[config.mk]
export PLATFORM = sky130hd
export DESIGN_NAME = rr_multi_sel_flat
export DESIGN_NICKNAME = d
export VERILOG_FILES = /design/src/rtl/rr_multi_sel_pkg.sv /design/src/rtl/rr_multi_sel_if.sv /design/src/rtl/rr_multi_sel_find_first.sv /design/src/rtl/rr_multi_sel.sv /design/src/flat_wrapper.sv
export SDC_FILE = /design/constraint.sdc
export NUM_CORES = 1
export LEC_CHECK = 0
export CAP_MARGIN = 20
export CORE_ASPECT_RATIO = 0.7
export CORE_MARGIN = 8
export CORE_UTILIZATION = 45
export CTS_BUF_LIST = sky130_fd_sc_hd__clkbuf_8
export DETAILED_ROUTE_END_ITERATION = 10
export PLACE_DENSITY_LB_ADDON = 0.3
export SLEW_MARGIN = 20
export SYNTH_ARGS = -nofsm -noshare
export SYNTH_HDL_FRONTEND = slang
export SYNTH_SLANG_ARGS = --single-unit
[constraint.sdc]
create_clock -name clock -period 19.5 [get_ports clock]
set_input_delay 5.85 -clock clock [delete_from_list [all_inputs] [get_ports clock]]
set_output_delay 5.85 -clock clock [all_outputs]
set_load 0.03 [all_outputs]
[src/rtl/rr_multi_sel_pkg.sv]
// Shared constants and helpers for the round-robin multi-grant selector.
package rr_sel_pkg;

    localparam int DEF_REQS = 8;
    localparam int DEF_GNTS = 2;

    // Increment an index modulo reqs, which need not be a power of two.
    function automatic int unsigned wrap_inc(input int unsigned idx, input int unsigned reqs);
        return (idx + 1 >= reqs) ? 0 : idx + 1;
    endfunction

endpackage

[src/rtl/rr_multi_sel_if.sv]
// Request/grant bundle between a requester group and rr_multi_sel.
interface rr_multi_sel_if #(
    parameter int REQS = rr_sel_pkg::DEF_REQS,
    parameter int GNTS = rr_sel_pkg::DEF_GNTS
);
    localparam int IDX_W = $clog2(REQS);

    logic [REQS-1:0]       req;
    logic                  en;
    logic [REQS-1:0]       gnt;
    logic [GNTS*REQS-1:0]  gnt_bus;
    logic [GNTS*IDX_W-1:0] gnt_idx;
    logic [GNTS-1:0]       gnt_valid;
    logic                  empty;

    // Selector side.
    modport slave (
        input  req, en,
        output gnt, gnt_bus, gnt_idx, gnt_valid, empty
    );

    // Requester side.
    modport master (
        output req, en,
        input  gnt, gnt_bus, gnt_idx, gnt_valid, empty
    );

endinterface

[src/rtl/rr_multi_sel_find_first.sv]
// Finds the first set request bit at or after ptr, wrapping modulo REQS.
module rr_find_first
    import rr_sel_pkg::*;
#(
    parameter int REQS  = DEF_REQS,
    parameter int IDX_W = $clog2(REQS)
) (
    input  logic [REQS-1:0]  req_i,
    input  logic [IDX_W-1:0] ptr_i,
    output logic [REQS-1:0]  onehot_o,
    output logic [IDX_W-1:0] idx_o,
    output logic             valid_o
);

    // Walk the rotated order once; the first hit wins.
    always_comb begin
        int pos;
        onehot_o = '0;
        idx_o    = '0;
        valid_o  = 1'b0;
        pos      = int'(ptr_i);
        for (int i = 0; i < REQS; i++) begin
            if (!valid_o && req_i[pos]) begin
                onehot_o[pos] = 1'b1;
                idx_o         = IDX_W'(pos);
                valid_o       = 1'b1;
            end
            pos = int'(wrap_inc(pos, REQS));
        end
    end

endmodule

[src/rtl/rr_multi_sel.sv]
// Round-robin N-of-M grant selector with rotating priority pointer.
// Optional output register stage: define RR_MULTI_SEL_REG_OUT_EN.
module rr_multi_sel
    import rr_sel_pkg::*;
#(
    parameter int REQS = DEF_REQS,
    parameter int GNTS = DEF_GNTS
) (
    input  logic          clock,
    input  logic          reset_n,
    rr_multi_sel_if.slave bus
);

    localparam int IDX_W = $clog2(REQS);

    logic [IDX_W-1:0]            ptr_q, ptr_d;
    logic [GNTS:0][REQS-1:0]     avail;
    logic [GNTS-1:0][REQS-1:0]   oh;
    logic [GNTS-1:0][IDX_W-1:0]  idx;
    logic [GNTS-1:0]             vld;
    logic [REQS-1:0]             gnt_c;
    logic [IDX_W-1:0]            last_idx;

    assign avail[0] = bus.req;

    // Each slot searches from the same pointer but only sees requests not taken by earlier slots.
    for (genvar k = 0; k < GNTS; k++) begin : g_slot
        rr_find_first #(.REQS(REQS), .IDX_W(IDX_W)) u_ff (
            .req_i    (avail[k]),
            .ptr_i    (ptr_q),
            .onehot_o (oh[k]),
            .idx_o    (idx[k]),
            .valid_o  (vld[k])
        );
        assign avail[k+1] = avail[k] & ~oh[k];
    end

    // Merge slot grants and locate the last filled slot (valid slots are contiguous from 0).
    always_comb begin
        gnt_c    = '0;
        last_idx = '0;
        for (int k = 0; k < GNTS; k++) begin
            gnt_c = gnt_c | oh[k];
            if (vld[k]) last_idx = idx[k];
        end
    end

    // Next pointer: one past the lowest-priority winner, only when grants are consumed.
    always_comb begin
        ptr_d = ptr_q;
        if (bus.en && |bus.req) ptr_d = IDX_W'(wrap_inc(int'(last_idx), REQS));
    end

    // Pointer register.
    always_ff @(posedge clock or negedge reset_n) begin
        if (!reset_n) ptr_q <= '0;
        else          ptr_q <= ptr_d;
    end

`ifdef RR_MULTI_SEL_REG_OUT_EN
    logic [REQS-1:0]       gnt_q;
    logic [GNTS*REQS-1:0]  gnt_bus_q;
    logic [GNTS*IDX_W-1:0] gnt_idx_q;
    logic [GNTS-1:0]       gnt_valid_q;
    logic                  empty_q;

    // Output register stage; clears asynchronously with the pointer.
    always_ff @(posedge clock or negedge reset_n) begin
        if (!reset_n) begin
            gnt_q       <= '0;
            gnt_bus_q   <= '0;
            gnt_idx_q   <= '0;
            gnt_valid_q <= '0;
            empty_q     <= 1'b1;
        end else begin
            gnt_q       <= gnt_c;
            gnt_bus_q   <= oh;
            gnt_idx_q   <= idx;
            gnt_valid_q <= vld;
            empty_q     <= ~|bus.req;
        end
    end

    assign bus.gnt       = gnt_q;
    assign bus.gnt_bus   = gnt_bus_q;
    assign bus.gnt_idx   = gnt_idx_q;
    assign bus.gnt_valid = gnt_valid_q;
    assign bus.empty     = empty_q;
`else
    assign bus.gnt       = gnt_c;
    assign bus.gnt_bus   = oh;
    assign bus.gnt_idx   = idx;
    assign bus.gnt_valid = vld;
    assign bus.empty     = ~|bus.req;
`endif

endmodule

[src/flat_wrapper.sv]
// flat-port wrapper written by rule: the top's interface ports become plain ports
module rr_multi_sel_flat import rr_sel_pkg::*;
#(
    parameter int REQS = DEF_REQS,
    parameter int GNTS = DEF_GNTS
)
  (clock, reset_n, bus_req, bus_en, bus_gnt, bus_gnt_bus, bus_gnt_idx, bus_gnt_valid, bus_empty);
  rr_multi_sel_if #(.REQS(REQS), .GNTS(GNTS)) bus_i ();
  input  logic clock;
  input  logic reset_n;
  input wire logic [$bits(bus_i.req)-1:0] bus_req;
  input wire logic [$bits(bus_i.en)-1:0] bus_en;
  output wire logic [$bits(bus_i.gnt)-1:0] bus_gnt;
  output wire logic [$bits(bus_i.gnt_bus)-1:0] bus_gnt_bus;
  output wire logic [$bits(bus_i.gnt_idx)-1:0] bus_gnt_idx;
  output wire logic [$bits(bus_i.gnt_valid)-1:0] bus_gnt_valid;
  output wire logic [$bits(bus_i.empty)-1:0] bus_empty;
  assign bus_i.req = bus_req;
  assign bus_i.en = bus_en;
  assign bus_gnt = bus_i.gnt;
  assign bus_gnt_bus = bus_i.gnt_bus;
  assign bus_gnt_idx = bus_i.gnt_idx;
  assign bus_gnt_valid = bus_i.gnt_valid;
  assign bus_empty = bus_i.empty;
  rr_multi_sel #(.REQS(REQS), .GNTS(GNTS)) u_core (.clock(clock), .reset_n(reset_n), .bus(bus_i));
endmodule
Fig. 1: signal wires by layer
Scale: 3 px per um. Two of the layers only.
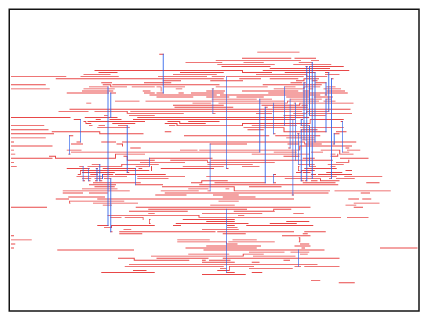
color	layer	wire length
red	metal 3	4280 um
blue	metal 4	605 um
via count: 6741
wire per inst: 29.4 um
global-route usage over all layers: 35.1%
Detailed Route WL: 24800 um

Fig. 2: nets reached from selected ports
Scale: 3 px per um.
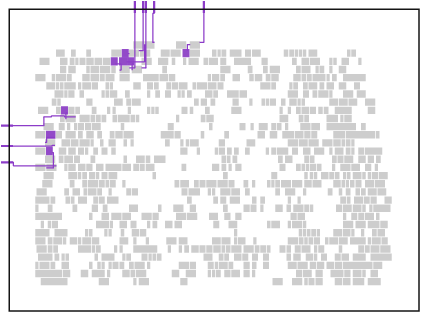
color	port	bits	direction	end cells	buffers	wire
purple	bus_gnt	8	output	8	8	172 um
Buffers on Ports: 43
# IOs: 44

==> Slide: Implementation Results <==
Physical Implementation Snapshot

Routing
  – Metal-1 WL: 10200 um
  – Met2 WL: 9670 um
  – Antenna viol nets, final: 0

CTS
  – Cts hold-fix bufs: 0
  – Clk buf depth: 2
  – Root buffer cell: clkbuf_8
  – Clk latency late pin: 0.21 ns
  – CTS buffer count: 3
  – Setup Fix Bufs, Post-CTS: 0
  – Num Clock Sinks: 3
  – CTS tree: yes

Global route
  – Met2 Track Usage GR: 47.5%
  – Global-route wire length before repair: 37000 um
  – Met1 GRT Util: 50.4%
  – Grt ovf: 0
  – Initial antenna violation count: 0

Flow run
  – Tool Warnings: 32

Cells and area
  – Largest area class, layout: logic gates
  – Finished Layout Cells: 845
  – Logic share of the area: 82.8%
  – Comb gates: 639
  – Antenna Cells: 0
  – Post-route cell area: 0.00503 mm2
  – Clk_buf instances: 3
  – Fillers: 1013
  – Ratio of cells with drive above 1 in the final layout: 8.79%
  – Max reg flops: 3
  – Most flops, register: u_core.ptr_q
  – Bufs w/o clock: 56
  – Logic area: 0.00417 mm2
  – Top Registers: u_core.ptr_q x3
  – Flop share of the area: 1.49%

STA
  – Post-layout period usage: 96.0%
  – Clock Skew: 0.000651 ns
  – Sum Neg Setup Slack: 0 ns
  – Hold WS: 0.765 ns
  – Setup WS post-layout: 0.773 ns
  – Fin. max-slew vios: 0
  – Finish-stage setup viols: 0

Worst setup path
  – FF-to-FF End: u_core.ptr_q[2]$_DFFE_PN0P_
  – Crit-path leading delay family: simple AND/OR/NAND/NOR gates
  – Cells on worst reg2reg path: 23
  – CP startpoint kind: primary input
  – CP max stage cell: a21oi_1
  – Critical path peak fanout: 12
  – Crit path arrival time: 12.88 ns
  – WP depth: 18
  – CP Cell Sequence: clkdlybuf4s50_1 > nand2_1 > o31ai_1 > or4_1 > a21oi_1 > and3_1 > nand3_1 > o21ai_1 > o21ai_0 > nor4b_2 > and2_1 > and3_1 > nand3_1 > nor2_1 > a21oi_1 > o211ai_1 > or2_2 > clkdlybuf4s50_1
  – FF-to-FF setup slack: 9.35 ns
  – CP Launch Point: bus_req[1]

Synthesis
  – Adder-cell share of the synthesized area: 2.20%
  – Commonest cells in the netlist: 95 x nand2_1, 61 x nor2_1, 39 x a21oi_1, 39 x nand3_1, 37 x o21ai_0
  – Post-synthesis async set-or-reset flop share: 100%
  – Ys Warns: 0
  – Chip Area, Yosys: 0.00454 mm2
  – Number of cells in Yosys stat: 710
  – EDFF count, synth: 0
  – Mapped cell area: 0.00454 mm2
  – MUX area fraction: 6.11%
  – Main logic family after synthesis: AND-OR/OR-AND gates
  – Cell Type Count: 96
  – Syn nets: 729
  – Post-Synthesis Cells: 710
  – Compound-gate portion of the synthesized area: 43.0%
  – Max-area cell share: 7.85%

Hold path
  – HP Class: register to register
  – Hold_sp: u_core.ptr_q[2]$_DFFE_PN0P_
  – Hold Path Cell Cnt: 3

Place
  – RD Place Congestion: 1.11
  – DP HPWL: 19400 um

Die
  – N_taps: 128
  – Die Area: 0.0136 mm2

Outcome
  – Status: completed
Fig. 3: wiring heat map
Scale: 3 px per um. The die is cut into 27 by 20 equal tiles; dark blue is low, red is high, scaled to the fullest tile. Values are wire area over tile area, all layers added.
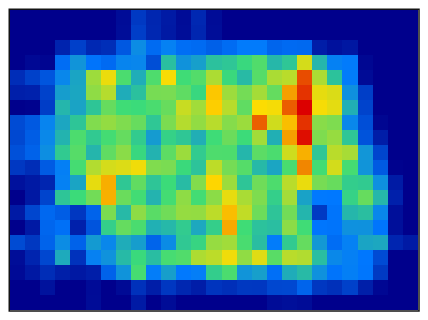
fullest tile	1.1
mean over tiles	0.33
densest ninth of the die	middle
tiles over half the peak	29%
nearly empty tiles	21%

Fig. 4: the metal 3 layer
Scale: 2 px per um.
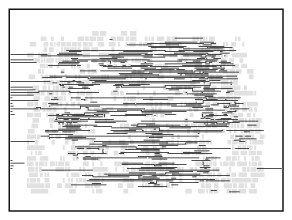
share of all routed wire	17%
longest straight run	93.4 um
met3 GRT Util: 13.1%

